--- config.mk ---
export PLATFORM = sky130hd
export DESIGN_NAME = ride_queue_ctrl
export DESIGN_NICKNAME = d
export VERILOG_FILES = /design/src/rtl/ride_queue_pkg.sv /design/src/rtl/ride_queue_ctrl_switch_pulse.sv /design/src/rtl/ride_queue_ctrl.sv
export SDC_FILE = /design/constraint.sdc
export NUM_CORES = 1
export LEC_CHECK = 0
export CAP_MARGIN = 5
export CELL_PAD_IN_SITES_DETAIL_PLACEMENT = 1
export CELL_PAD_IN_SITES_GLOBAL_PLACEMENT = 2
export CORE_UTILIZATION = 37
export DETAILED_ROUTE_END_ITERATION = 8
export HOLD_SLACK_MARGIN = 0.02
export PLACE_DENSITY = 0.83
export SLEW_MARGIN = 10
export SYNTH_ARGS = -nofsm -noshare
export SYNTH_HDL_FRONTEND = slang
export SYNTH_SLANG_ARGS = --single-unit
export TNS_END_PERCENT = 30
--- constraint.sdc ---
create_clock -name CLOCK_50 -period 13.6 [get_ports CLOCK_50]
set_clock_uncertainty 0.2 [all_clocks]
set_input_delay 2.72 -clock CLOCK_50 [delete_from_list [all_inputs] [get_ports CLOCK_50]]
set_output_delay 2.72 -clock CLOCK_50 [all_outputs]
set_load 0.05 [all_outputs]
--- src/rtl/ride_queue_pkg.sv ---
// ============================================================================
// ride_queue_pkg
// Shared constants for the ride queue controller: segment codes, op-select
// encoding and switch_pulse state encoding.
// Revision: 1.0
// ============================================================================
`default_nettype none

package ride_queue_pkg;

   // Active-low segment patterns, bit order a..g from MSB to LSB
   localparam logic [6:0] SEG_0     = 7'b0000001;
   localparam logic [6:0] SEG_1     = 7'b1001111;
   localparam logic [6:0] SEG_2     = 7'b0010010;
   localparam logic [6:0] SEG_3     = 7'b0000110;
   localparam logic [6:0] SEG_4     = 7'b1001100;
   localparam logic [6:0] SEG_5     = 7'b0100100;
   localparam logic [6:0] SEG_6     = 7'b0100000;
   localparam logic [6:0] SEG_7     = 7'b0001111;
   localparam logic [6:0] SEG_8     = 7'b0000000;
   localparam logic [6:0] SEG_9     = 7'b0001100;
   localparam logic [6:0] SEG_BLANK = 7'b1111111;

   typedef enum logic [2:0] {
      OP_NONE = 3'd0,
      OP_RIDE = 3'd1,
      OP_ADD1 = 3'd2,
      OP_ADD2 = 3'd3,
      OP_ADD3 = 3'd4
   } op_sel_t;

   typedef enum logic [1:0] {
      SP_IDLE = 2'd0,
      SP_HELD = 2'd1,
      SP_FIRE = 2'd2
   } sp_state_t;

   function automatic logic [6:0] seg_decode(input logic [3:0] digit);
      logic [6:0] seg;
      case (digit)
         4'd0:    seg = SEG_0;
         4'd1:    seg = SEG_1;
         4'd2:    seg = SEG_2;
         4'd3:    seg = SEG_3;
         4'd4:    seg = SEG_4;
         4'd5:    seg = SEG_5;
         4'd6:    seg = SEG_6;
         4'd7:    seg = SEG_7;
         4'd8:    seg = SEG_8;
         4'd9:    seg = SEG_9;
         default: seg = SEG_BLANK;
      endcase
      return seg;
   endfunction

endpackage

`default_nettype wire

--- src/rtl/ride_queue_ctrl_switch_pulse.sv ---
// ============================================================================
// switch_pulse
// Qualifies a raw switch press (held >= HOLD_CYCLES) and emits one pulse
// the cycle after the release is seen.
// Revision: 1.0
// ============================================================================
`default_nettype none

module switch_pulse
   import ride_queue_pkg::*;
#(
   parameter int HOLD_CYCLES = 1000
) (
   input  logic CLOCK_50,
   input  logic rst,
   input  logic in,
   output logic pulse
);

   localparam int HOLD_W = $clog2(HOLD_CYCLES + 1);

   sp_state_t         state_q;
   logic              in_q;
   logic [HOLD_W-1:0] hold_q;
   logic              pulse_q;

   // in_q registers the asynchronous switch before the FSM looks at it
   always_ff @(posedge CLOCK_50) begin
      if (rst) begin
         in_q    <= 1'b0;
         state_q <= SP_IDLE;
         hold_q  <= '0;
         pulse_q <= 1'b0;
      end else begin
         in_q    <= in;
         pulse_q <= 1'b0;
         case (state_q)
            SP_IDLE: begin
               if (in_q) begin
                  state_q <= SP_HELD;
                  hold_q  <= '0;
               end
            end
            SP_HELD: begin
               if (in_q) begin
                  if (hold_q < HOLD_W'(HOLD_CYCLES)) hold_q <= hold_q + 1'b1;
               end else if (hold_q >= HOLD_W'(HOLD_CYCLES)) begin
                  state_q <= SP_FIRE;
                  pulse_q <= 1'b1;
               end else begin
                  state_q <= SP_IDLE;
               end
            end
            SP_FIRE: state_q <= SP_IDLE;
            default: state_q <= SP_IDLE;
         endcase
      end
   end

   assign pulse = pulse_q;

endmodule

`default_nettype wire

--- src/rtl/ride_queue_ctrl.sv ---
// ============================================================================
// ride_queue_ctrl
// Waiting-line counter for one ride with debounced add/dispatch switches and
// a three-digit active-low 7-seg readout. Option macro: RIDE_QUEUE_OVERFLOW_EN.
// Revision: 1.0
// ============================================================================
`default_nettype none

module ride_queue_ctrl
   import ride_queue_pkg::*;
#(
   parameter int STEP        = 4,
   parameter int RIDE_CAP    = 8,
   parameter int MAX_COUNT   = 99,
   parameter int HOLD_CYCLES = 1000,
   parameter int CNT_W       = $clog2(MAX_COUNT + 1)
) (
   input  logic             CLOCK_50,
   input  logic             rst,
   input  logic [2:0]       sw_add,
   input  logic             sw_ride,
   output logic [CNT_W-1:0] wait_count,
   output logic [CNT_W-1:0] rides_avail,
   output logic             reject,
   output logic             overflow,
   output logic [0:6]       HEX0,
   output logic [0:6]       HEX1,
   output logic [0:6]       HEX3
);

   localparam int SUM_W = CNT_W + 2;

   logic [3:0]       sw_raw;
   logic [3:0]       pulse;
   op_sel_t          op_sel;
   logic [SUM_W-1:0] add_amt;
   logic [SUM_W-1:0] sum;
   logic             clamp;
   logic             is_add;
   logic [CNT_W-1:0] wait_count_q, wait_count_d;
   logic             reject_q, reject_d;

   assign sw_raw = {sw_ride, sw_add};

   generate
      for (genvar i = 0; i < 4; i++) begin : g_sw
         switch_pulse #(
            .HOLD_CYCLES(HOLD_CYCLES)
         ) u_switch_pulse (
            .CLOCK_50(CLOCK_50),
            .rst     (rst),
            .in      (sw_raw[i]),
            .pulse   (pulse[i])
         );
      end
   endgenerate

   always_comb begin
      op_sel = OP_NONE;
      if (pulse[3])      op_sel = OP_RIDE;
      else if (pulse[2]) op_sel = OP_ADD3;
      else if (pulse[1]) op_sel = OP_ADD2;
      else if (pulse[0]) op_sel = OP_ADD1;
   end

   always_comb begin
      add_amt = '0;
      case (op_sel)
         OP_ADD1: add_amt = SUM_W'(STEP);
         OP_ADD2: add_amt = SUM_W'(2 * STEP);
         OP_ADD3: add_amt = SUM_W'(3 * STEP);
         default: add_amt = '0;
      endcase
   end

   // Two guard bits keep the sum from wrapping before the clamp compare
   assign sum    = {2'b00, wait_count_q} + add_amt;
   assign clamp  = sum > SUM_W'(MAX_COUNT);
   assign is_add = (op_sel == OP_ADD1) || (op_sel == OP_ADD2) || (op_sel == OP_ADD3);

   always_comb begin
      wait_count_d = wait_count_q;
      reject_d     = 1'b0;
      if (op_sel == OP_RIDE) begin
         if (wait_count_q >= CNT_W'(RIDE_CAP)) wait_count_d = wait_count_q - CNT_W'(RIDE_CAP);
         else                                  reject_d     = 1'b1;
      end else if (is_add) begin
         wait_count_d = clamp ? CNT_W'(MAX_COUNT) : sum[CNT_W-1:0];
      end
   end

   always_ff @(posedge CLOCK_50) begin
      if (rst) begin
         wait_count_q <= '0;
         reject_q     <= 1'b0;
      end else begin
         wait_count_q <= wait_count_d;
         reject_q     <= reject_d;
      end
   end

`ifdef RIDE_QUEUE_OVERFLOW_EN
   logic overflow_q, overflow_d;

   assign overflow_d = overflow_q | (is_add & clamp);

   always_ff @(posedge CLOCK_50) begin
      if (rst) overflow_q <= 1'b0;
      else     overflow_q <= overflow_d;
   end

   assign overflow = overflow_q;
`else
   assign overflow = 1'b0;
`endif

   logic [7:0] wait8;
   logic [7:0] rides8;
   logic [3:0] ones_digit;
   logic [3:0] tens_digit;
   logic [3:0] rides_digit;

   assign wait_count  = wait_count_q;
   assign reject      = reject_q;
   assign rides_avail = wait_count_q / CNT_W'(RIDE_CAP);

   assign wait8       = 8'(wait_count_q);
   assign rides8      = 8'(rides_avail);
   assign ones_digit  = 4'(wait8 % 8'd10);
   assign tens_digit  = 4'(wait8 / 8'd10);
   assign rides_digit = (rides8 > 8'd9) ? 4'd9 : 4'(rides8);

   assign HEX0 = seg_decode(ones_digit);
   assign HEX1 = (wait8 < 8'd10) ? SEG_BLANK : seg_decode(tens_digit);
   assign HEX3 = seg_decode(rides_digit);

endmodule

`default_nettype wire

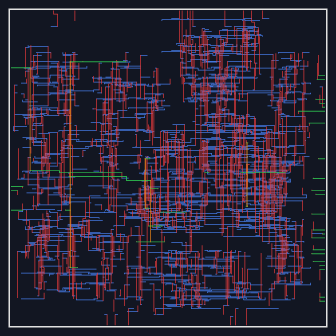
layers.png
Orange shows M4, wire length 166 um. Green shows M3, wire length 216 um. Blue shows M1, wire length 4,810 um. Red shows M2, wire length 5,040 um.
All-Layer GR Usage: 18.9%
drt total wl: 10,200 um
Routed WL per cell: 14.7 um
Via Count: 3,719

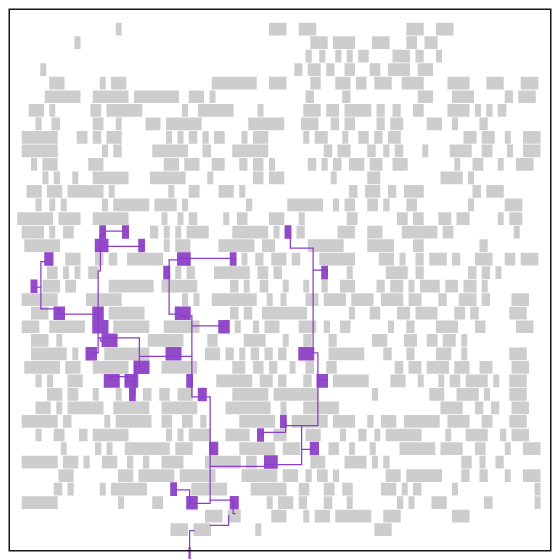
port_trees.png
Purple shows rst, direction input, edge bottom, end cells 35, buffers 2, wire 306 um.
I/O Pins: 43
PortBufs: 38

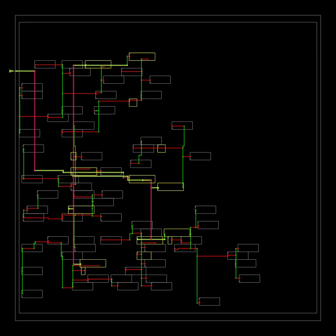
clock_nets.png
CLK BUF: 12
CTS Buf Count: 9

==> qor.yml <==
regToRegStartpoint: "wait_count[2]$_SDFFE_PP0P_"
gr-usage-met2_pct: 33.0
layout_top_cell: "nor2_1"
cap_violations: 0
h-tree-depth: 3
clk_pin_slew_ns: 0.05
cpPeakStageDelay_ns: 0.84
aoi_share_pct: 18.1
post-place-ws_ns: 5.88
p_comb_share_pct: 2.9
yosys-stat-area_um2: 4200
outcome: "finished, final reports clean"
root_buffer: "clkbuf_16"
netlist_area_um2: 4200
reg2reg_depth: 9
chip_area_um2: 11800
grt.met1_usage_pct: 23.7
dp_hpwl_um: 7450
drt-met1-wl_um: 4810
startpoint: "wait_count[3]$_SDFFE_PP0P_"
layout-drive-gt1-share_pct: 6.86
worstPathArrival_ns: 5.21
tns_ns: 0
postCtsSetupRepairBufs: 0
rows: 38
drtPass1Iterations: 4
p_seq_share_pct: 46.6
async_flop_share_pct: 0
avgSynthCellArea_um2: 8.00
ctsHoldBuffers: 0
met2_length_um: 5040
cp.depth: 11
max-vdd-ir-drop_mv: 0.0682
critPathKind: "reg -> out"
die_w_um: 109
rrSetupSlack_ns: 9.56
drc_errors: 0
[power groups by stage]
stage                     clock, mW  combinational (mW)  sequential, mW
after floorplan                   0             0.00949           0.191
after global placement            0              0.0116           0.191
after detailed placement          0              0.0119           0.191
after CTS                     0.209              0.0119           0.187
after global routing          0.217              0.0132           0.187
final                         0.203              0.0117           0.187
[area by class of cell]
class / instances / area (um2)
flip-flops and latches: 63 / 1260
repair buffers: 40 / 395
multi-input cells: 411 / 2630
clock buffers: 12 / 246
inverters: 25 / 93.8
clock inverters: 3 / 20.0
well taps: 140 / 175
fillers: 1341 / 6120
[synth_stat cells (3+ instances only)]
cell type	number	area (um2)
nand4b_1	4	35.0
nand2_1	37	139
nand2b_1	10	62.6
nor3_1	11	55.1
buf_4	9	67.6
nor2_1	86	323
clkbuf_8	7	96.3
xnor2_1	12	105
o22ai_1	7	43.8
nand3_1	15	75.1
clkbuf_1	9	33.8
xor2_1	21	184
and2_1	3	18.8
a41oi_1	3	26.3
and3_1	8	50.1
o211ai_1	5	37.5
a21o_1	3	22.5
nand4_1	11	68.8
a21oi_1	35	175
or2b_2	4	35.0
o21a_1	5	37.5
ha_1	28	350
mux2i_1	5	50.1
dfxtp_1	63	1260
nor2b_1	9	56.3
o21bai_1	5	37.5
or3_2	4	30.0
inv_1	22	82.6
a31oi_1	8	50.1
nor4b_1	6	52.6
nand3b_1	3	22.5
o21ai_0	21	105
[registers in the layout, summed over array words and instances, names as in the netlist]
register,flops
g_sw.u_switch_pulse.state_q,8
g_sw.u_switch_pulse.hold_q,40
g_sw.u_switch_pulse.in_q,4
reject,1
g_sw.u_switch_pulse.pulse,4
wait_count,6
